[config.mk]
export PLATFORM = sky130hd
export DESIGN_NAME = period_meter
export DESIGN_NICKNAME = d
export VERILOG_FILES = /design/src/rtl/period_meter.sv
export SDC_FILE = /design/constraint.sdc
export NUM_CORES = 1
export LEC_CHECK = 0
export CAP_MARGIN = 10
export CORE_ASPECT_RATIO = 0.7
export CORE_MARGIN = 2
export CORE_UTILIZATION = 40
export CTS_CLUSTER_DIAMETER = 100
export DETAILED_ROUTE_END_ITERATION = 8
export SETUP_SLACK_MARGIN = 0.5
export SYNTH_ARGS = -nofsm -noshare
export SYNTH_HDL_FRONTEND = slang
export SYNTH_SLANG_ARGS = --single-unit
[constraint.sdc]
create_clock -name CLK -period 2.9 [get_ports CLK]
set_clock_uncertainty 0.1 [all_clocks]
set_input_delay 0.58 -clock CLK [delete_from_list [all_inputs] [get_ports CLK]]
set_output_delay 0.58 -clock CLK [all_outputs]
set_load 0.02 [all_outputs]
[src/rtl/period_meter.sv]
// Period and high-time meter for an asynchronous input, measured in CLK cycles.
// One result record per closed period, delivered through a single-entry
// valid/ready output slot with a sticky drop indicator.
module period_meter #(
  parameter int unsigned CNT_WIDTH   = 16,
  parameter int unsigned SYNC_STAGES = 2
) (
  input  logic                 CLK,
  input  logic                 RST,
  input  logic                 en,
  input  logic                 SIG,
  input  logic                 m_ready,
  output logic                 m_valid,
  output logic [CNT_WIDTH-1:0] period,
  output logic [CNT_WIDTH-1:0] high_time,
  output logic                 ovf,
  output logic                 lost
);

  localparam logic [CNT_WIDTH-1:0] CNT_MAX = '1;
  localparam logic [CNT_WIDTH-1:0] CNT_ONE = CNT_WIDTH'(1);

  typedef enum logic {IDLE, MEAS} state_t;

  state_t                 state, state_nxt;
  logic [SYNC_STAGES-1:0] sync_q;
  logic                   s, s_q, rise;
  logic [CNT_WIDTH-1:0]   pcnt, pcnt_nxt;
  logic [CNT_WIDTH-1:0]   hcnt, hcnt_nxt;
  logic [CNT_WIDTH-1:0]   res_period, res_high;
  logic                   res_emit, res_ovf;
  logic                   accept, load, discard;

  assign s    = sync_q[SYNC_STAGES-1];
  assign rise = s & ~s_q;

  // Synchroniser chain plus previous-value register for edge detection; runs regardless of en.
  always_ff @(posedge CLK or posedge RST) begin
    if (RST) begin
      sync_q <= '0;
      s_q    <= 1'b0;
    end else begin
      sync_q <= {sync_q[SYNC_STAGES-2:0], SIG};
      s_q    <= s;
    end
  end

  // FSM state and measurement counters.
  always_ff @(posedge CLK or posedge RST) begin
    if (RST) begin
      state <= IDLE;
      pcnt  <= '0;
      hcnt  <= '0;
    end else begin
      state <= state_nxt;
      pcnt  <= pcnt_nxt;
      hcnt  <= hcnt_nxt;
    end
  end

  // Next-state, counter update and result emission; a rise at pcnt==MAX wins over the timeout.
  always_comb begin
    state_nxt  = state;
    pcnt_nxt   = pcnt;
    hcnt_nxt   = hcnt;
    res_emit   = 1'b0;
    res_ovf    = 1'b0;
    res_period = pcnt;
    res_high   = hcnt;
    if (!en) begin
      state_nxt = IDLE;
      pcnt_nxt  = '0;
      hcnt_nxt  = '0;
    end else begin
      case (state)
        IDLE: begin
          pcnt_nxt = '0;
          hcnt_nxt = '0;
          if (rise) begin
            pcnt_nxt  = CNT_ONE;
            hcnt_nxt  = CNT_ONE;
            state_nxt = MEAS;
          end
        end
        MEAS: begin
          if (rise) begin
            res_emit = 1'b1;
            pcnt_nxt = CNT_ONE;
            hcnt_nxt = CNT_ONE;
          end else if (pcnt == CNT_MAX) begin
            res_emit  = 1'b1;
            res_ovf   = 1'b1;
            pcnt_nxt  = '0;
            hcnt_nxt  = '0;
            state_nxt = IDLE;
          end else begin
            pcnt_nxt = pcnt + CNT_ONE;
            if (s && (hcnt != CNT_MAX)) hcnt_nxt = hcnt + CNT_ONE;
          end
        end
        default: state_nxt = IDLE;
      endcase
    end
  end

  assign accept  = m_valid & m_ready;
  assign load    = res_emit & (~m_valid | m_ready);
  assign discard = res_emit & m_valid & ~m_ready;

  // Single-entry output slot: holds data under backpressure, flags dropped results.
  always_ff @(posedge CLK or posedge RST) begin
    if (RST) begin
      m_valid   <= 1'b0;
      period    <= '0;
      high_time <= '0;
      ovf       <= 1'b0;
      lost      <= 1'b0;
    end else begin
      if (load) begin
        m_valid   <= 1'b1;
        period    <= res_period;
        high_time <= res_high;
        ovf       <= res_ovf;
      end else if (accept) begin
        m_valid <= 1'b0;
      end
      if (discard)     lost <= 1'b1;
      else if (accept) lost <= 1'b0;
    end
  end

endmodule

==> run_1/placement.png <==
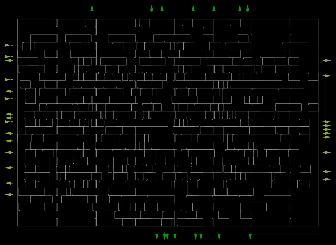
floorplan core area: 7840 um^2
post-route insts no fill: 421
flop count: 71

==> run_1/power_grid.png <==
The bar under the picture is 20 um long. Pins as bars on the die edge.
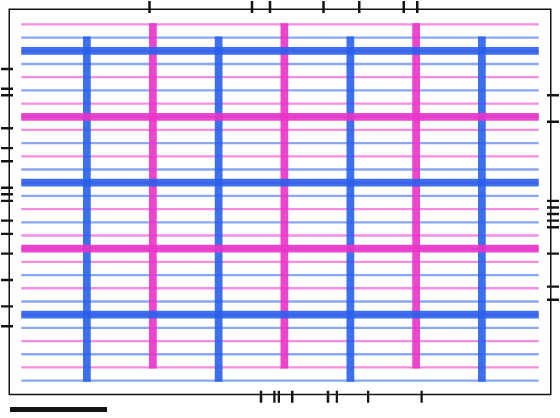
magenta -> VDD
blue -> VSS
met5 straps = 5
rows = 27
floorplan die width: 111 um
die outline height: 79.1 um

==> run_1/placement_by_type.png <==
The bar under the picture is 20 um long.
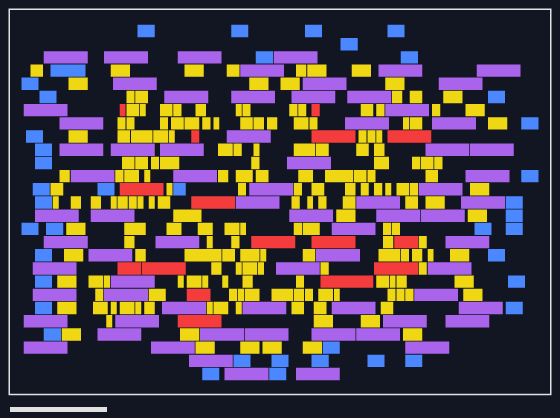
yellow -> combinational and other logic  # cells 192, share of their area 36%
purple -> flops  # cells 71, share of their area 46%
red -> clock drivers and dummy loads  # cells 16, share of their area 8.0%
blue -> other buffers and delay cells  # cells 41, share of their area 11%
Final Instance Area: 4030 um^2
Site Rows: 27

==> run_1/clk_routes.png <==
The bar under the picture is 20 um long.
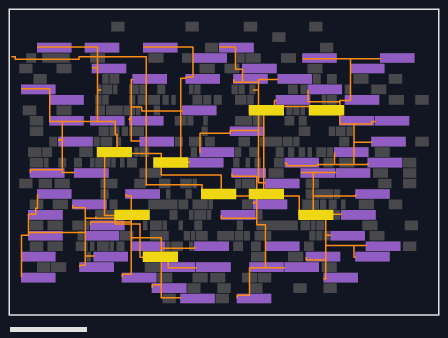
purple -> flip-flops  # count 71
orange -> clock wires  # length 916 um
yellow -> clock drivers  # count 9
routed clock nets = 10
clk_lat worst skew: 0.32 ns
power dissipated in the clock network: 1120 uW
portion of total power attributed to the clock network: 0.501

==> COMMIT_EDITMSG, run 1 <==
Add synthesis and place-and-route results

- Outcome: finished clean
- Synth area leader: sky130_fd_sc_hd__dfrtp_1
- The detail route stage leaves a number of antenna-violating nets equal to 0.
- Complex-gate fraction of the synthesized area: 0.0888
- CTS tree: yes
- Register share of total power: 0.454
- Kind of start point of the critical path: register
* TritonCTS Buffers: 9
- Placed cell count: 404
- Per the layout report, the design carries 41 non-clock buffers.
* Main area contributors: sky130_fd_sc_hd__dfrtp_1 (55%), sky130_fd_sc_hd__mux2_2 (11%), sky130_fd_sc_hd__or4_1 (3.0%)
* Leakage power total: 0.00169 uW
* XOR/XNOR Area Share: 0.0244
* Number of clock sinks seen by CTS: 71
* CTS H-tree depth: 3
- The critical path endpoint has a required time of 3.00 ns.
- Multi-input combinational area share: 0.336
- Per the post-synthesis report, the nets total 278.
- Non-clock buffer area fraction after layout: 0.104
- After the last flow step, the layout net total stands at 322.
* Total wire length: 6780 um
- Simple Share, Synth: 0.176
* Slack of the worst reg-to-reg path: 0.68 ns
- Seq. pwr: 1020 uW
- Main kind of combinational logic by area: simple AND/OR/NAND/NOR gates
- Cell at the root of the clock tree: sky130_fd_sc_hd__clkbuf_16
- Per the synthesis report, the adder-cell share of the synthesized area is 0.00776.
- Across every metal layer, demand over resource in global routing totals 0.164.
* Top library cells by usage in the layout, fill and taps aside: sky130_fd_sc_hd__dfrtp_1 (71), sky130_fd_sc_hd__clkdlybuf4s50_1 (39), sky130_fd_sc_hd__mux2_2 (32), sky130_fd_sc_hd__a21oi_1 (19)
- Kind of cell adding the most delay to the critical path: simple AND/OR/NAND/NOR gates
* Global route total overflow: 0
* Worst path cell trace: ha_1 > nand4_1 > nor4_4 > o21ai_4 > mux2_2
- Checking hold timing, the worst path is listed with class reg2reg.
- Looking at the setup timing report, the critical path kind is reg2reg.
- Yosys Warn Count: 0
- Vias in the first global route: 2249
- Buffers placed on the I/O ports in this run total 39.
- HP Start: sync_q[0]
- The fraction of final cell area spent on clock buffers and inverters in this run is 0.0771.
- The path with the worst hold slack has its endpoint at sync_q[1].
* Combinational gate area: 1350 um^2
* Delay of the slowest cell on the worst path: 0.48 ns
- Switching power as a fraction of the total was reported as 0.206.
- Register share of the cell area: 0.441
* Fin Setup TNS: 0 ns
* Main flop type after synthesis: sky130_fd_sc_hd__dfrtp_1
- The portion of synthesized area spent on multiplexers is 0.118.
- The script parses the final routing iteration and logs DRC violations as 0.
* Capture point of the worst reg-to-reg path: period[1]
* Tapcell count: 101
- Share of total power in combinational logic: 0.044
- Top cells by count: sky130_fd_sc_hd__dfrtp_1 (71), sky130_fd_sc_hd__mux2_2 (32), sky130_fd_sc_hd__a21oi_1 (19)
- Post-layout period usage: 0.765
* Unrepaired setup endpoints after global routing: no
- Routed wirelength normalized by instance count: 16.1 um
- WP data arrival: 2.32 ns
* Achievable frequency: 0.451 GHz
- Cell Area, Placed: 3700 um^2
- Relative max-transition margin: 0.424
- The initial utilization of the core area, before any placement, comes to 0.412.
- Per the synth stats, the proportion of register bits with asynchronous set or reset is 1.00.
* Global-route wire length before repair: 11500 um
* Yosys stat cell total: 271
- Max Cap Violations: 0
- Overall die area: 8810 um^2
- Pin placement for this block handled 40 I/O pins.
* Launching element of the worst setup path: pcnt[0]
* Number of cells on the worst reg-to-reg path: 5
- The stat command in Yosys gives a chip area of 3230 um^2.
- Buffers added to address setup during post-CTS repair amount to 0.
- Area added between synthesis and finish: 24.8%
- Power group with the largest share: clock
- The report gives the cell count of the worst hold path as 0.
* Count of warning messages emitted by the tools: 26
- Layout multi-input combinational cell count: 182
[run 1: timing repair]
| action | in CTS | in global routing |
|---|---|---|
| resized | 1 | 0 |
| hold endpoints to repair | 0 | 0 |
| endpoints found under the setup margin | 32 | 0 |
[run 1: flip-flops by register name, summed over array words and instances, names as in the netlist]
signal and cells:
sync_q 2, ovf 1, s_q 1, state 1
m_valid 1, period 16, lost 1, high_time 16
hcnt 16, pcnt 16
[run 1: per-layer routing]
metal  global-route usage  vias to the layer above  part of all wire  routed length [um]
met1                0.247                     1155              0.53                3600
met2                0.231                       59              0.42                2820
met4               0.0481                        0            0.0049                  33
met5                    0                        -                 0                   0
li1                     -                     1101                 -                   -
met3               0.0458                        2             0.048                 325
==> run_1/wires.png <==
Two of the layers only.
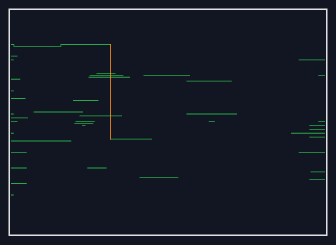

==> run 2: changes to the inputs <==
clock period = 2 ns   (was 2.9 ns; I/O delays follow)
==> run_2/wires.png <==
Two of the layers only.
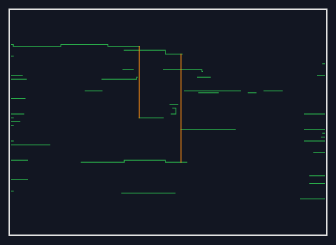
green -> metal 3  # wire length 338 um
orange -> metal 4  # wire length 63.2 um

==> run 2 against run 1 <==
Utilization rose by 5.5 points. Register-to-register slack got worse by 0.58 ns. Non-clock buffer count rose by 46. Clock power rose by 24%. Worst setup slack got worse by 0.58 ns. Critical path type unchanged. Largest cell class unchanged.
==> COMMIT_EDITMSG, run 2 <==
Add synthesis and place-and-route results

- Die outline height: 79.1 um (unchanged)
- The area of all placed cells without fillers was 4460 um^2 (+11%).
- The number of buffers created by CTS came to 9 (unchanged).
- The depth of the worst register-to-register path was 7 (+2).
- Between the synthesized netlist and the finished layout, the area growth was recorded as 38.2%.
- Area fraction in full adders, half adders and majority gates: 0.00776 (unchanged)
* Portion of total power attributed to the clock network: 0.456 (-0.045)
- Total global routing track utilization: 0.191 (+0.0261)
- The sum of met3 wire segment lengths after detailed routing was 338 um (+4.0%).
- The worst setup path is launched from a register.
- Count of warning messages emitted by the tools: 29 (+12%)
- The H-tree depth reported by CTS is 3 (unchanged).
* Complex-gate fraction of the synthesized area: 0.0888 (unchanged)
- Capture point of the worst reg-to-reg path: high_time[12]
- Per STA, the worst path accumulates the most delay in the family flip-flops.
* Top library cells by usage in the layout, fill and taps aside: sky130_fd_sc_hd__dfrtp_1 (68), sky130_fd_sc_hd__buf_4 (35), sky130_fd_sc_hd__mux2_2 (32), sky130_fd_sc_hd__clkbuf_2 (17), sky130_fd_sc_hd__a21oi_1 (13)
- Overall die area: 8810 um^2 (unchanged)
* WS Path Type: reg2reg
- The width of the die came to 111 um (unchanged).
- The endpoint arrival time on the critical path came to 2.00 ns (-0.32 ns).
* Share of total power in combinational logic: 0.060 (+0.016)
- Site Rows: 27 (unchanged)
- Endpoint of the worst hold path: sync_q[1]
- Number of top-level design ports: 40 (unchanged)
- Routing usage on met3: 0.0527 (+0.00687)
- Simple Share, Synth: 0.176 (unchanged)
- The power dissipated in sequential cells is 1470 uW (+44%).
* Outcome: finished clean
* Mux cell area share after synthesis: 0.118 (unchanged)
- By area the synthesized netlist is led by sky130_fd_sc_hd__dfrtp_1 (55%), sky130_fd_sc_hd__mux2_2 (11%), sky130_fd_sc_hd__or4_1 (3.0%).
* HP Start: sync_q[0]
- The worst-case headroom to the max-slew limit is 0.665 (+0.241).
- Wire length on met1: 3920 um (+8.8%)
- The length of routed met2 wiring was 3530 um (+25%).
* Floorplan core density: 0.412 (unchanged)
- Combinational gate area: 1510 um^2 (+11%)
- The synthesized design spends more area on one cell type than any other, namely sky130_fd_sc_hd__dfrtp_1.
- Hold path depth: 0 (unchanged)
* Switching portion of total power: 0.225 (+0.0194)
- In this run the clock root is driven by a sky130_fd_sc_hd__clkbuf_16.
- Signal nets in the final route climb as high as met4.
- CTS tree: yes
* Classification of the worst-slack hold path: reg2reg
* Max Cap Violations: 0 (unchanged)
- The required time of the critical path came to 2.11 ns (-0.89 ns).
- The static leakage was 0.00203 uW (+20%).
- The register-to-register setup slack was 0.11 ns (-0.58 ns).
- For this run, the leading register cell type out of synthesis is sky130_fd_sc_hd__dfrtp_1.
* Routed wirelength normalized by instance count: 16.9 um (+4.9%)
- Number of buffer cells added on primary ports: 39 (unchanged)
* Total Nets Final: 368 (+14%)
* Delay of the slowest cell on the worst path: 0.39 ns (-0.09 ns)
- The share of the synthesized netlist area taken by xor and xnor gates is 0.0244 (unchanged).
- Synthesized Nets: 278 (unchanged)
* Global route total overflow: 0 (unchanged)
- Fraction of registers with async set or reset after synthesis: 1.00 (unchanged)
- Main kind of combinational logic by area: simple AND/OR/NAND/NOR gates
- The residual DRC count is 0 (unchanged).
- Power group with the largest share: registers
* Remaining antenna violation count after routing: 0 (unchanged)
- The wire length after detailed routing came to 7850 um (+16%).
* Unrepaired setup endpoints after global routing: yes
* Fin Setup TNS: 0 ns (unchanged)
- In this run the critical path is formed by ha_4 > nand4_1 > buf_4 > nor4_4 > o21ai_4 > buf_12 > mux2_2.
- Cell Area, Placed: 4010 um^2 (+8.4%)
* Number of clock sinks seen by CTS: 71 (unchanged)
run 2: area by class of cell:
class	count	area share
Tap cell	101	0.0283
Sequential cell	71	0.399
Inverter	10	0.00926
Timing Repair Buffer	87	0.168
Multi-Input combinational cell	182	0.338
Clock buffer	10	0.0514
Clock inverter	4	0.00561
run 2: through the flow:
step / instances / worst slack, ns
4_1_cts: 465 / 0.131
5_1_grt: 465 / 0.0365
2_1_floorplan: 271 / 0.186
6_report: 465 / 0.106
3_5_place_dp: 434 / -0.0457
3_3_place_gp: 434 / -0.0313
run 2: timing repair:
action / in CTS / in global routing
endpoints found under the setup margin: 103 / 93
gates resized: 107 / 41
gates cloned: 2 / 0
hold endpoints to repair: 0 / 0
setup buffers: 15 / 0
pin swaps: 9 / 5
==> run_2/clk_routes.png <==
The bar under the picture is 20 um long.
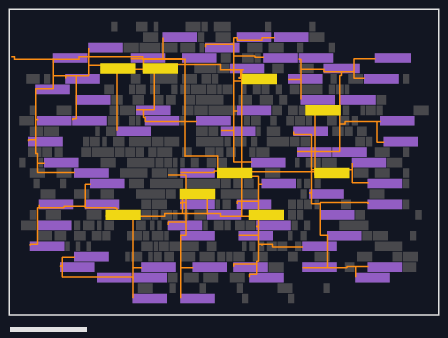

==> run 3: changes to the inputs <==
DONT_BUFFER_PORTS = 1   (was not set)
==> run_3/clk_routes.png <==
The bar under the picture is 20 um long.
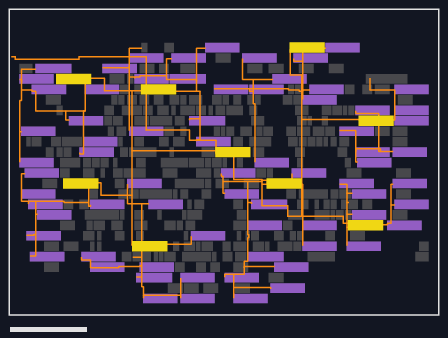
yellow -> clock drivers  # count 9
orange -> clock wires  # length 907 um
purple -> flip-flops  # count 71
routed clock nets = 10

==> run 3 against run 2 <==
Fmax is 5.7% higher. Routed wire length decreased by 8.6%. Global-route usage shrank 0.98 points. First-iteration DRC count fell by 16%. Via count fell by 5.7%. Clock power increased by about 10%. Synthesized cell count is the same. Critical endpoint is now hcnt[2]. Largest cell class unchanged. Largest power group is now clock. Highest routed layer unchanged.
==> COMMIT_EDITMSG, run 3 <==
Add synthesis and place-and-route results

- The total routed wire length on the met1 layer was 3660 um (-6.6%).
- Number of buffer cells added on primary ports: 0 (-100%)
- Fin Setup TNS: 0 ns (unchanged)
- Per the final timing report, the hold violations number 0.
- Setup repair after global routing could not meet its margin everywhere.
- Clkbuf count: 10 (unchanged)
- The area fraction in mux cells came to 0.118 (unchanged).
- CTS tree: yes
- Site Rows: 27 (unchanged)
- Of the cells placed in the final design, the portion with a size suffix greater than 1 is 0.388.
* Overall die area: 8810 um^2 (unchanged)
- The total routing usage reported by global routing is 0.181 (-0.00976).
- The number of clock sinks seen by CTS came to 71 (unchanged).
- Layout multi-input combinational cell count: 183 (+0.55%)
- The width of the die was 111 um (unchanged).
* Count of warning messages emitted by the tools: 29 (unchanged)
* Kind of start point of the critical path: register
- The share of the synthesized netlist area taken by xor and xnor gates was 0.0244 (unchanged).
* Main kind of combinational logic by area: simple AND/OR/NAND/NOR gates
- Cell at the root of the clock tree: sky130_fd_sc_hd__clkbuf_16
- The cell count after placement is 381 (-12%).
- Leakage power total: 0.00176 uW (-13%)
* DR WL met3: 378 um (+12%)
- The post-layout net count is 319 (-13%).
- Relative area of clock buffers and inverters in the final design: 0.0735 (+0.0165)
- Number of top-level design ports: 40 (unchanged)
- The standard cell area after detailed placement came to 3480 um^2 (-13%).
- The residual DRC count is 0 (unchanged).
- Routing usage on met3: 0.0695 (+0.0168)
* Pin count of the biggest net entering global routing: 37
- CTS H-tree depth: 3 (unchanged)
- Area added between synthesis and finish: 26.2%
* Tapcell count: 101 (unchanged)
- Synth area leader: sky130_fd_sc_hd__dfrtp_1
- The fraction of area in non-clock buffers is 0.0775 (-0.0906).
* Number of enable-type register cells in the synthesized netlist: 0
- Buffer depth of the longest clock path: 2
- Measured on the finished design, the core utilization comes to 0.519.
- The routed wirelength normalized by instance count is 17.2 um (+1.7%).
- The top cell types in the final layout, fill and taps aside, are sky130_fd_sc_hd__dfrtp_1 (65), sky130_fd_sc_hd__mux2_2 (32), sky130_fd_sc_hd__buf_4 (31), sky130_fd_sc_hd__a21oi_1 (16).
* Count of non-CTS buffers in the layout: 37 (-57%)
* Complex-gate fraction of the synthesized area: 0.0888 (unchanged)
- Synthesized Nets: 278 (unchanged)
* Post-route insts no fill: 418 (-10%)
* Total wire length: 7180 um (-8.6%)
- Grouping stages by cell kind, the critical path spends the most delay in simple AND/OR/NAND/NOR gates.
- The number of antenna-violating nets in the routed design is 0 (unchanged).
- Main area contributors: sky130_fd_sc_hd__dfrtp_1 (55%), sky130_fd_sc_hd__mux2_2 (11%), sky130_fd_sc_hd__or4_1 (3.0%)
- The inverter count came to 10 (unchanged).
- Flop count: 71 (unchanged)
* Outcome: finished clean
- Final Instance Area: 4070 um^2 (-8.7%)
* Fraction of registers with async set or reset after synthesis: 1.00 (unchanged)
- The worst slack at placement came to -0.0489 ns (-0.00312 ns).
- Worst path cell trace: nand4_4 > or4_4 > nand2_4 > a21oi_1
- Post-detailed-route via-to-cell ratio: 5.63
- WP data arrival: 1.91 ns (-0.09 ns)
- For this run, the register share of the synthesized area comes to 0.551.
* Combinational gate area: 1500 um^2 (-0.41%)
* Data required time at the worst endpoint: 2.12 ns (about the same)
- Multi-input combinational area share: 0.369 (+0.0307)
- The residual overflow from global routing is 0 (unchanged).
- The final critical-path setup slack was 0.208 ns (+0.103 ns).
- Clock transition at path regs: 0.06 ns
- In this run the worst hold path is classified as in2reg.
* Number of buffers and inverters on the critical path: 0
- The flop share of the area was 0.438 (+0.0390).
- The share of synthesized area in the top cell type comes to 0.551.
* Area fraction in full adders, half adders and majority gates: 0.00776 (unchanged)
- The max-cap violation count is 0 (unchanged).
- Counting flops and latches in the post-synthesis netlist gives 71.
- Main flop type after synthesis: sky130_fd_sc_hd__dfrtp_1
- The initial core utilization is 0.412 (unchanged).
- Top cell type by instance count after synthesis: sky130_fd_sc_hd__dfrtp_1
* Antenna violations before repair: 0
* WS Path Type: reg2reg
- Highest routed layer: met4
- The length of routed met2 wiring came to 3040 um (-14%).
- Relative max-transition margin: 0.649 (-0.0157)
- The longest individual stage delay on the worst path is 0.67 ns (+0.28 ns).
- Post-detailed-placement half-perimeter wirelength: 4620 um
* Number of cells upsized or downsized after cts: 18 (-83%)
* Slew of the pin with the lowest slew margin: 0.525 ns
- Simple Share, Synth: 0.176 (unchanged)
* Buffers inserted during post-CTS setup optimization: 15 (unchanged)
- The height of the die is 79.1 um (unchanged).
- TritonCTS Buffers: 9 (unchanged)
* Leading cell kind: sequential cells
run 3: power breakdown:
group | internal [uW] | switching [uW]
sequential | 1460 | 33.7
clock | 990 | 585
combinational | 47.3 | 73.7
run 3: logic make-up (layout without fill, tap and decap cells):
group                      after synthesis  in the layout
and+or+nand+nor                         91             93
DFF                                     71             71
AOI/OAI and AO/OA                       45             45
muxes                                   34             34
buffers and inverters                   19             63
xor gates and xnor gates                 9              9
adders and majority gates                2              2
run 3: worst paths after layout:
path	cells past startpoint	slack (ns)	from	to
max	4	0.21	pcnt[14]	hcnt[2]
min	1	0.07	m_ready	lost
max reg2reg	4	0.21	pcnt[14]	hcnt[2]
min reg2reg	0	0.25	sync_q[0]	sync_q[1]
max in group asynchronous	3	0.75	RST	hcnt[2]
min in group asynchronous	2	0.48	RST	pcnt[11]
Power figures rest on the tool's default switching activity, not on a simulated workload.
